[src/rtl/bk_sub_serial.sv]
// bk_sub_serial: chunk-serial subtractor d = a - b - bin, one 8-bit Brent-Kung chunk per clock.
//
// Ports:
//   clk_i        clock, all state changes on the rising edge
//   rst_ni       synchronous active-low reset
//   in_valid_i   operand set valid
//   in_ready_o   block can accept operands (IDLE)
//   a_i, b_i     minuend and subtrahend, WIDTH bits
//   bin_i        borrow-in
//   out_valid_o  result valid (DONE)
//   out_ready_i  consumer accepts result
//   d_o          difference, modulo 2^WIDTH
//   bout_o       borrow-out, 1 iff unsigned a < b + bin
//   overflow_o   signed overflow of the subtraction

// bk_black_op: full carry operator, combines (g,p) of a high group with a lower group.
module bk_black_op (
    input  logic g_hi_i,
    input  logic p_hi_i,
    input  logic g_lo_i,
    input  logic p_lo_i,
    output logic g_o,
    output logic p_o
);
    assign g_o = g_hi_i | (p_hi_i & g_lo_i);
    assign p_o = p_hi_i & p_lo_i;
endmodule

// bk_gray_op: carry operator for groups reaching bit 0, where only the generate is needed.
module bk_gray_op (
    input  logic g_hi_i,
    input  logic p_hi_i,
    input  logic g_lo_i,
    output logic g_o
);
    assign g_o = g_hi_i | (p_hi_i & g_lo_i);
endmodule

// bk_add8: 8-bit Brent-Kung adder; carry-in is folded into the bit-0 generate term.
module bk_add8 (
    input  logic [7:0] a_i,
    input  logic [7:0] b_i,
    input  logic       c_i,
    output logic [7:0] s_o,
    output logic       c_o
);
    logic [7:0] g, p, c;
    logic       g32, p32, g54, p54, g76, p76, g74, p74;

    assign g = a_i & b_i;
    assign p = a_i ^ b_i;
    // c[i] is the group generate over bits i..0 including the carry-in
    assign c[0] = g[0] | (p[0] & c_i);

    // up-sweep
    bk_gray_op  u_10 (.g_hi_i(g[1]), .p_hi_i(p[1]), .g_lo_i(c[0]), .g_o(c[1]));
    bk_black_op u_32 (.g_hi_i(g[3]), .p_hi_i(p[3]), .g_lo_i(g[2]), .p_lo_i(p[2]), .g_o(g32), .p_o(p32));
    bk_black_op u_54 (.g_hi_i(g[5]), .p_hi_i(p[5]), .g_lo_i(g[4]), .p_lo_i(p[4]), .g_o(g54), .p_o(p54));
    bk_black_op u_76 (.g_hi_i(g[7]), .p_hi_i(p[7]), .g_lo_i(g[6]), .p_lo_i(p[6]), .g_o(g76), .p_o(p76));
    bk_gray_op  u_30 (.g_hi_i(g32), .p_hi_i(p32), .g_lo_i(c[1]), .g_o(c[3]));
    bk_black_op u_74 (.g_hi_i(g76), .p_hi_i(p76), .g_lo_i(g54), .p_lo_i(p54), .g_o(g74), .p_o(p74));
    bk_gray_op  u_70 (.g_hi_i(g74), .p_hi_i(p74), .g_lo_i(c[3]), .g_o(c[7]));

    // down-sweep
    bk_gray_op  u_50 (.g_hi_i(g54), .p_hi_i(p54), .g_lo_i(c[3]), .g_o(c[5]));
    bk_gray_op  u_20 (.g_hi_i(g[2]), .p_hi_i(p[2]), .g_lo_i(c[1]), .g_o(c[2]));
    bk_gray_op  u_40 (.g_hi_i(g[4]), .p_hi_i(p[4]), .g_lo_i(c[3]), .g_o(c[4]));
    bk_gray_op  u_60 (.g_hi_i(g[6]), .p_hi_i(p[6]), .g_lo_i(c[5]), .g_o(c[6]));

    assign s_o = p ^ {c[6:0], c_i};
    assign c_o = c[7];
endmodule

module bk_sub_serial #(
    parameter int WIDTH = 32
) (
    input  logic             clk_i,
    input  logic             rst_ni,
    input  logic             in_valid_i,
    output logic             in_ready_o,
    input  logic [WIDTH-1:0] a_i,
    input  logic [WIDTH-1:0] b_i,
    input  logic             bin_i,
    output logic             out_valid_o,
    input  logic             out_ready_i,
    output logic [WIDTH-1:0] d_o,
    output logic             bout_o,
    output logic             overflow_o
);
    localparam int CHUNKS = WIDTH / 8;
    localparam int IW     = (CHUNKS > 1) ? $clog2(CHUNKS) : 1;

    typedef enum logic [1:0] {IDLE, RUN, DONE} state_t;

    state_t           state_q;
    logic [IW-1:0]    idx_q;
    logic             borrow_q, bout_q, ovf_q;
    logic [WIDTH-1:0] a_q, b_q, d_q;

    logic [7:0] a_chunk, nb_chunk, sum8;
    logic       cout8, borrow_d, ovf_d, last;

    // subtraction as a + ~b + ~borrow, one chunk per cycle
    assign a_chunk  = a_q[8*idx_q +: 8];
    assign nb_chunk = ~b_q[8*idx_q +: 8];

    bk_add8 u_add (
        .a_i(a_chunk),
        .b_i(nb_chunk),
        .c_i(~borrow_q),
        .s_o(sum8),
        .c_o(cout8)
    );

    assign borrow_d = ~cout8;
    assign last     = idx_q == IW'(CHUNKS - 1);
    // sum8[7] is the result MSB on the final chunk
    assign ovf_d    = (a_q[WIDTH-1] != b_q[WIDTH-1]) && (sum8[7] != a_q[WIDTH-1]);

    always_ff @(posedge clk_i) begin
        if (!rst_ni) begin
            state_q  <= IDLE;
            idx_q    <= '0;
            borrow_q <= 1'b0;
            a_q      <= '0;
            b_q      <= '0;
            d_q      <= '0;
            bout_q   <= 1'b0;
            ovf_q    <= 1'b0;
        end else begin
            case (state_q)
                IDLE: if (in_valid_i) begin
                    a_q      <= a_i;
                    b_q      <= b_i;
                    borrow_q <= bin_i;
                    idx_q    <= '0;
                    state_q  <= RUN;
                end
                RUN: begin
                    d_q[8*idx_q +: 8] <= sum8;
                    borrow_q          <= borrow_d;
                    idx_q             <= idx_q + 1'b1;
                    if (last) begin
                        bout_q  <= borrow_d;
                        ovf_q   <= ovf_d;
                        state_q <= DONE;
                    end
                end
                DONE: if (out_ready_i) state_q <= IDLE;
                default: state_q <= IDLE;
            endcase
        end
    end

    assign in_ready_o  = state_q == IDLE;
    assign out_valid_o = state_q == DONE;
    assign d_o         = d_q;
    assign bout_o      = bout_q;
    assign overflow_o  = ovf_q;
endmodule

[config.mk]
export PLATFORM = sky130hd
export DESIGN_NAME = bk_sub_serial
export DESIGN_NICKNAME = d
export VERILOG_FILES = /design/src/rtl/bk_sub_serial.sv
export SDC_FILE = /design/constraint.sdc
export NUM_CORES = 1
export LEC_CHECK = 0
export CORE_ASPECT_RATIO = 0.75
export CORE_UTILIZATION = 35
export DETAILED_ROUTE_END_ITERATION = 16
export SLEW_MARGIN = 20
export SYNTH_ARGS = -nofsm -noshare
export SYNTH_HDL_FRONTEND = slang
export SYNTH_SLANG_ARGS = --single-unit
[constraint.sdc]
create_clock -name clk_i -period 4.4 [get_ports clk_i]
set_input_delay 0.44 -clock clk_i [delete_from_list [all_inputs] [get_ports clk_i]]
set_output_delay 0.44 -clock clk_i [all_outputs]
set_load 0.05 [all_outputs]
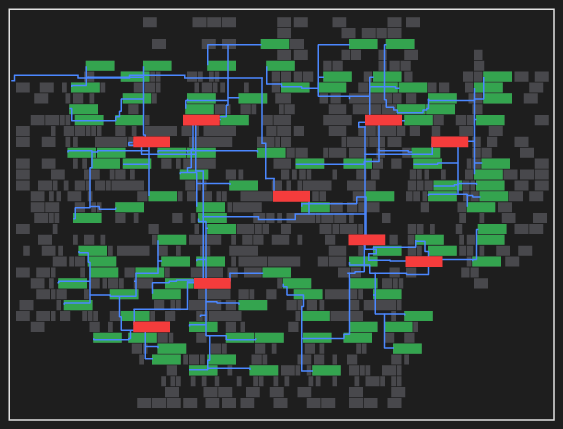
(run_1/clock_wires.png)
Drawn at 4 px/um.
clock wires -> blue  # length 1,260 um
flip-flops -> green  # count 103
clock-net drivers -> red  # count 9
routed clock nets = 10
flops lie = all over the die
clock group total power: 864 uW
clock share of power: 38.2%
Clock Latency Late Sink: 350 ps
clock skew: 6.77 ps

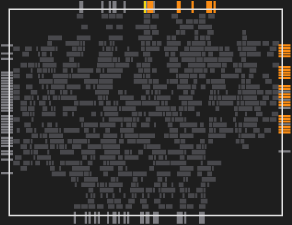
(run_1/pinout.png)
Drawn at 2 px/um. Pins as bars across the die edge, other pins in grey.
in_ready_o -> yellow  # pins 1, direction output, edge north
d_o -> orange  # pins 32, direction output, edge 22 east, 10 north
all pins by edge = 33 west, 27 east, 25 south, 20 north
Chip Height: 102 um
number of buffers inserted by port buffering: 104
Die W: 136 um

==> flow_results.org, run 1 <==
* Flow results

** Synthesis
- After Yosys synthesis, XOR and XNOR cells account for less than 1% of the synthesized area.
- Max-area cell share :: a little over two fifths
- Looking at the gate-level netlist, the highest instance count belongs to sky130_fd_sc_hd__nand2_1.
- Fraction of registers with async set/reset :: 0%
- Per the synthesis report, the simple-gate share of the synthesized area is about a fifth.
- After Yosys synthesis, AND-OR and OR-AND compound gates account for 17.5% of the synthesized area.
- Post-synth mux share :: around 7.9%
- Adder-cell area share of the yosys netlist :: ~5.3%
- Number of instances in the synthesized netlist :: about 500

** Timing
- Setup repair after global routing left no endpoint under its margin.
- Final-layout worst hold slack :: between 400 and 500 ps
- Final setup vio count :: 0
- In the final timing run, aggregate negative setup slack is 0 ps.
- Timing would allow up to between 200 and 300 MHz.

** Clock network
- Per the post-CTS timing run, clock transition at the registers of the reported paths is ~70 ps.
- Worst-case clock buffer depth :: 2
- TritonCTS built the clock tree.
- CTS built an H-tree with a depth of 3.

** Detailed routing
- For this block, wires on met1 add up to between 5000 and 6000 um.
- Per the detail_route report, routed wire per instance is around 15 um.
- The detailed router reported a total wirelength of about 11,000 um.
- Using the TritonRoute via totals, the vias-per-cell ratio works out to between 4 and 5.
- Once iteration 0 of detailed routing completed, the report listed roughly 240 DRC markers.
- Summing over every cut layer, the via total after detailed routing is 3,686.
- Remaining DRCs :: 0

** Global routing
- Number of antenna violations at the first check in global routing :: 0
- Total congestion overflow after global routing :: 0
- In the global route stage, overall resource usage came out at between 15 and 20%.
- Entering global routing, the biggest net connects between 70 and 80 pins.
- For this run, global-route usage on met3 was measured as 3.97%.
- First-pass GRT wire length :: between 15,000 and 20,000 um

** Final layout
- Most frequently placed logic cells in the final layout :: sky130_fd_sc_hd__nand2_1 (144), sky130_fd_sc_hd__dfxtp_1 (103), sky130_fd_sc_hd__clkdlybuf4s50_1 (103)
- Layout clock area frac :: between 5 and 6%
- The layout report lists the combined flip-flop and latch area as 2060 um^2.
- Per the layout area report, the combinational fraction of cell area is between 30% and 40%.
- Cells fill 47.3% of the core in the end.
- Layout cell share with drive strength beyond 1 :: ~8.4%
- Per the area breakdown, the dominant cell category is logic gates.
- Comb. cell area :: 2460 um^2
- In the final layout, the fill cell count is about 1,200.

** Place
- Routability congestion estimate from global placement :: 0.793
- The detailed placer reported the number of placed instances as roughly 750.

** Setup path
- Crit path required time :: approximately 4700 ps
- Per the timing report, the most critical flop-to-flop path originates at idx_q[0]$_SDFFE_PN0P_.
- Walking the worst path, the cells encountered are mux4_2 > fa_1 > inv_1 > fa_1 > a211oi_1 > o21bai_1 > a21oi_1 > fa_1 > xnor2_1 > or3b_2 > nand3_1 > o211a_1.
- The worst register-to-register path depth is 12.
- The timing report lists the critical path depth as 12 cells.
- The critical path in this run is classified as flop to flop.
- Arrival time at the worst endpoint :: ~3900 ps
- STA reports a reg2reg setup slack of around 760 ps.
- The most numerous cell type found on the critical path is sky130_fd_sc_hd__fa_1.
- STA classifies the critical path endpoint as a flop.
- The kind of cell with the highest combined delay along the critical path is adder cells.

** Floorplanning
- The region available for standard cell placement spans 13,100 um^2.
- Die Size :: 13,900 um^2
- After floorplanning, the core was divided into 36 placement rows.

** Run status
- Run status :: completed

** Run
- Log Warnings :: 31
- Maximum capacitance violations :: 0

** Power
- The leakage power in the latest report is between 0.002 and 0.0025 uW.
- Per the breakdown, switching nets consume 26.2% of all power.

** Min path
- For hold timing, the worst endpoint is b_q[29]$_SDFFE_PN0P_.
- The worst hold path belongs to the class flop to flop.
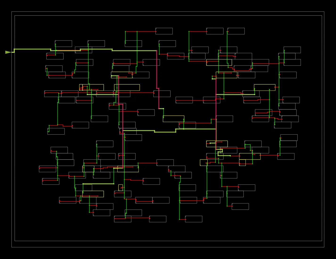
(run_1/clock_nets.png)
# clk buffers: 11
layout sequential cell count: 103
total clock sinks: 103

==> inputs of run 2 (changes only) <==
- clock period: 4.4 -> 3.6 ns (I/O delays scaled with it)
==> run 2 against run 1 <==
Effect of this change: via count is 1.9% higher; hold slack worse by 3.1 ps; fmax is 11% higher; register-to-register slack worse by 450 ps; non-clock buffer count is 3 higher; sequential power is 22% higher; first-iteration DRC count is 15% lower; core utilization is 0.067 points lower; combinational power is 25% higher; global-route usage is 0.26 points higher; clock skew is 1.2 ps higher; sequential share of layout area is 0.068 points higher.
==> flow_results.org, run 2 <==
* Flow results

** Detailed routing
- Post-detailed-route wirelength per cell :: 15.0 um
- Remaining DRCs :: 0
- After the first detailed-routing iteration, the DRC count stood at approximately 200.
- The iteration count recorded for the first detailed-route pass is 4.
- The count of nets left with antenna violations once routing finished came out at 0.
- Met3 WL post-DR :: approximately 620 um
- In the final routing, the length of wire on met1 measures ~5800 um.
- Via count of the routed design :: about 3,800
- Per-cell via count in the routed design :: between 4 and 5
- Total Routed Length :: 11,500 um
- The routed design uses slightly below 5000 um of met2 wire.

** Setup path
- Kind of end point of the critical path :: flop
- Data on the critical path arrives at its endpoint at ~3600 ps.
- In this run the critical path is formed by mux4_2 > fa_1 > inv_1 > fa_1 > a211oi_1 > o21bai_1 > a21oi_1 > fa_1 > xnor2_1 > or3b_2 > nand3_1 > o211a_1.
- Endpoint of the lowest-slack register-to-register path :: overflow_o$_SDFFE_PN0P_
- The worst register-to-register path has a setup slack of between 300 and 400 ps.
- Of all nets on the critical path, the largest fanout is 4.
- The slowest stage of the critical path is the sky130_fd_sc_hd__mux4_2 cell.
- Per STA, the library cell used most along the worst path is sky130_fd_sc_hd__fa_1.
- Startpoint types :: flop
- Number of cells on the critical path :: 12
- Looking at the reg2reg group, the worst path starts from idx_q[0]$_SDFFE_PN0P_.
- Per STA, the startpoint of the critical path is idx_q[0]$_SDFFE_PN0P_.
- Logic depth of the worst register-to-register path :: 12
- In this design, the largest share of critical-path delay is due to adder cells.
- Crit path required time :: between 3000 and 4000 ps
- End of the critical path :: overflow_o$_SDFFE_PN0P_
- The worst setup path is of the flop to flop kind.

** Synthesis
- The netlist uses 44 different library cells.
- The number of nets handed over by synthesis was 586.
- Flops out of synthesis :: approximately 100
- Of the total synthesized cell area, the portion taken by AND-OR and OR-AND cells is between 15 and 20%.
- Adder-cell area share of the yosys netlist :: 5.33%
- The synthesized netlist handed to floorplanning was reported with a cell count of 500.
- For this run, the leading register cell type out of synthesis is sky130_fd_sc_hd__dfxtp_1.
- Among all cell types in the netlist, the one instantiated most often is sky130_fd_sc_hd__nand2_1.
- Of all cell types, the one taking the most synthesized area is sky130_fd_sc_hd__dfxtp_1.
- Fraction of registers with async set/reset :: 0%
- Per the synthesis report, the simple-gate share of the synthesized area is between 20% and 30%.
- The area fraction of the largest cell type after synthesis is 43.9%.
- Parity-gate share of the synthesized area counting xor and xnor cells :: less than 1%
- Total cells reported by yosys after synthesis :: roughly 500
- Post-synth mux share :: just under 8%
- Average footprint of a synthesized cell :: approximately 9.4 um^2
- For this run, the number of Yosys warnings is 0.

** Final layout
- Most frequently placed logic cell in the final layout :: sky130_fd_sc_hd__nand2_1
- Layout clock area frac :: 4.66%
- The class occupying the most area after layout is reported as logic gates.
- 0 antenna diodes ended up in the layout.
- # clk buffers :: 9
- Fill count :: 1,239
- # nets final :: between 600 and 700
- In the layout the commonest cells are sky130_fd_sc_hd__nand2_1 (144), sky130_fd_sc_hd__clkdlybuf4s50_1 (103), sky130_fd_sc_hd__dfxtp_1 (102).
- Cells fill about 47% of the core in the end.
- Multi-input combinational cells in the finished layout were counted as 353.
- Footprint of the flip-flops and latches :: slightly above 2000 um^2
- Across the whole layout, multi-input logic makes up between 30 and 40% of the cell area.
- Layout sequential cell count :: 103
- The final layout report lists a non-clock inverter count of 14.
- Comb. cell area :: between 2000 and 2500 um^2
- Non-clock buffers in the final layout number approximately 110.
- Across the whole layout, storage elements make up 33.4% of the cell area.
- Of the cells placed in the final design, the portion with a size suffix greater than 1 is 9.05%.

** Global routing
- Global routing used 17.7% of the available tracks.
- Met2 Resource Use GR :: ~28%
- The initial antenna violation count was 0.
- Total congestion overflow after global routing :: 0
- Global routing consumed, on the met3 layer, under 10% of the routing resources.
- Largest net degree at the start of global routing :: ~66
- In this run the most used layer during global routing was met2.
- First-pass GRT wire length :: between 15,000 and 20,000 um

** Timing
- Setup repair after global routing left no endpoint under its margin.
- For the pin with the worst max-slew slack, the measured transition is approximately 670 ps.
- Minimum clock period after layout :: between 3000 and 4000 ps
- For the final database, setup skew stands at 8.00 ps.
- Setup ws final :: between 300 and 400 ps
- Hold is met by 454 ps.
- Maximum clock rate :: 304 MHz
- Final Cycle Share :: between 90% and 100%
- In the final timing run, aggregate negative setup slack is 0 ps.
- Per the finish-stage timing summary, setup violations number 0.
- Max-slew check failures listed in the final report amount to 0.

** Power
- Switching power as a fraction of the total was reported as around 27%.
- Int Pwr :: 1950 uW
- The share of total power dissipated in combinational logic is 18.4%.
- P_leak :: 0.00224 uW
- Of the total power, the clock network draws 35.8%.
- Clock group total power :: ~960 uW
- Registers are responsible for between 40% and 50% of the overall power.

** Clock network
- TritonCTS created 9 clock buffers.
- Clock transition time at the flip-flop clock pins of the worst setup and hold paths :: roughly 70 ps
- Total clock sinks :: between 100 and 150
- Clock Latency Late Sink :: approximately 340 ps
- Worst-case clock buffer depth :: 2
- Clock tree from TritonCTS :: yes
- The clock H-tree reported by CTS has 3 levels.
- Once the clock tree was built, the setup fixing pass inserted 0 buffers.
- Post-CTS repair changed the size of 0 cells.

** Floorplanning
- Fraction of the core area occupied by cells at floorplan :: 36.0%
- The die is between 100 and 150 um wide.
- After floorplanning, the core was divided into 36 placement rows.
- Number of well-tap cells placed :: approximately 170
- Per the OpenROAD floorplan log, the height of the die is a little over 100 um.
- Die Size :: between 10,000 and 15,000 um^2
- In this run the count of I/O pins placed on the die edge is between 100 and 150.

** Run
- The report counts max-capacitance violations totalling 0.
- Log Warnings :: 31

** Run status
- The flow ran to the end, and the final reports show no timing, DRC or antenna violations.

** Place
- Worst Setup Slack post-DPL :: 267 ps
- Per the placement report, the placed cell count is around 750.
- Per the placement log, port buffering inserted 104 buffers.
- After its last routability iteration, the placer logged a weighted congestion of 0.801.
- In the placement report, post-DP HPWL is listed as 8580 um.
- Once placement finished, the instance area stood at approximately 5900 um^2.

** Min path
- Kind of path behind the tightest hold check :: flop to flop
- Hold path depth :: 2
- WHS Endpoint :: a_q[0]$_SDFFE_PN0P_
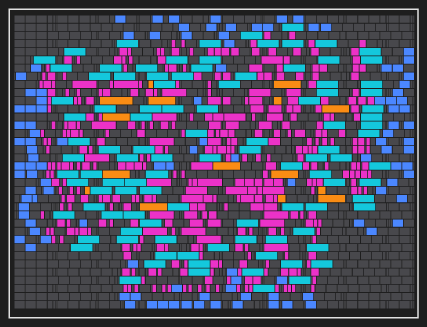
(run_2/class_map.png)
Drawn at 3 px/um. Fill, decap, tap and diode cells in grey.
registers -> cyan  # cells 103
remaining buffers and delay cells -> blue  # cells 112
remaining logic cells -> magenta  # cells 367
clock drivers and dummy loads -> orange  # cells 15
fin area: 6180 um^2
core region area: 13,100 um^2

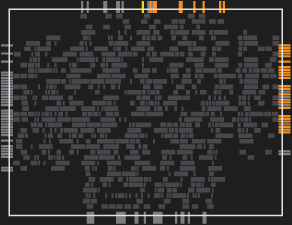
(run_2/pinout.png)
Drawn at 2 px/um. Pins as bars across the die edge, other pins in grey.
d_o -> orange  # pins 32, direction output, edge 23 east, 9 north
in_ready_o -> yellow  # pins 1, direction output, edge north
all pins by edge = 34 west, 29 east, 23 south, 19 north

Power is estimated from default activity; no workload was simulated.
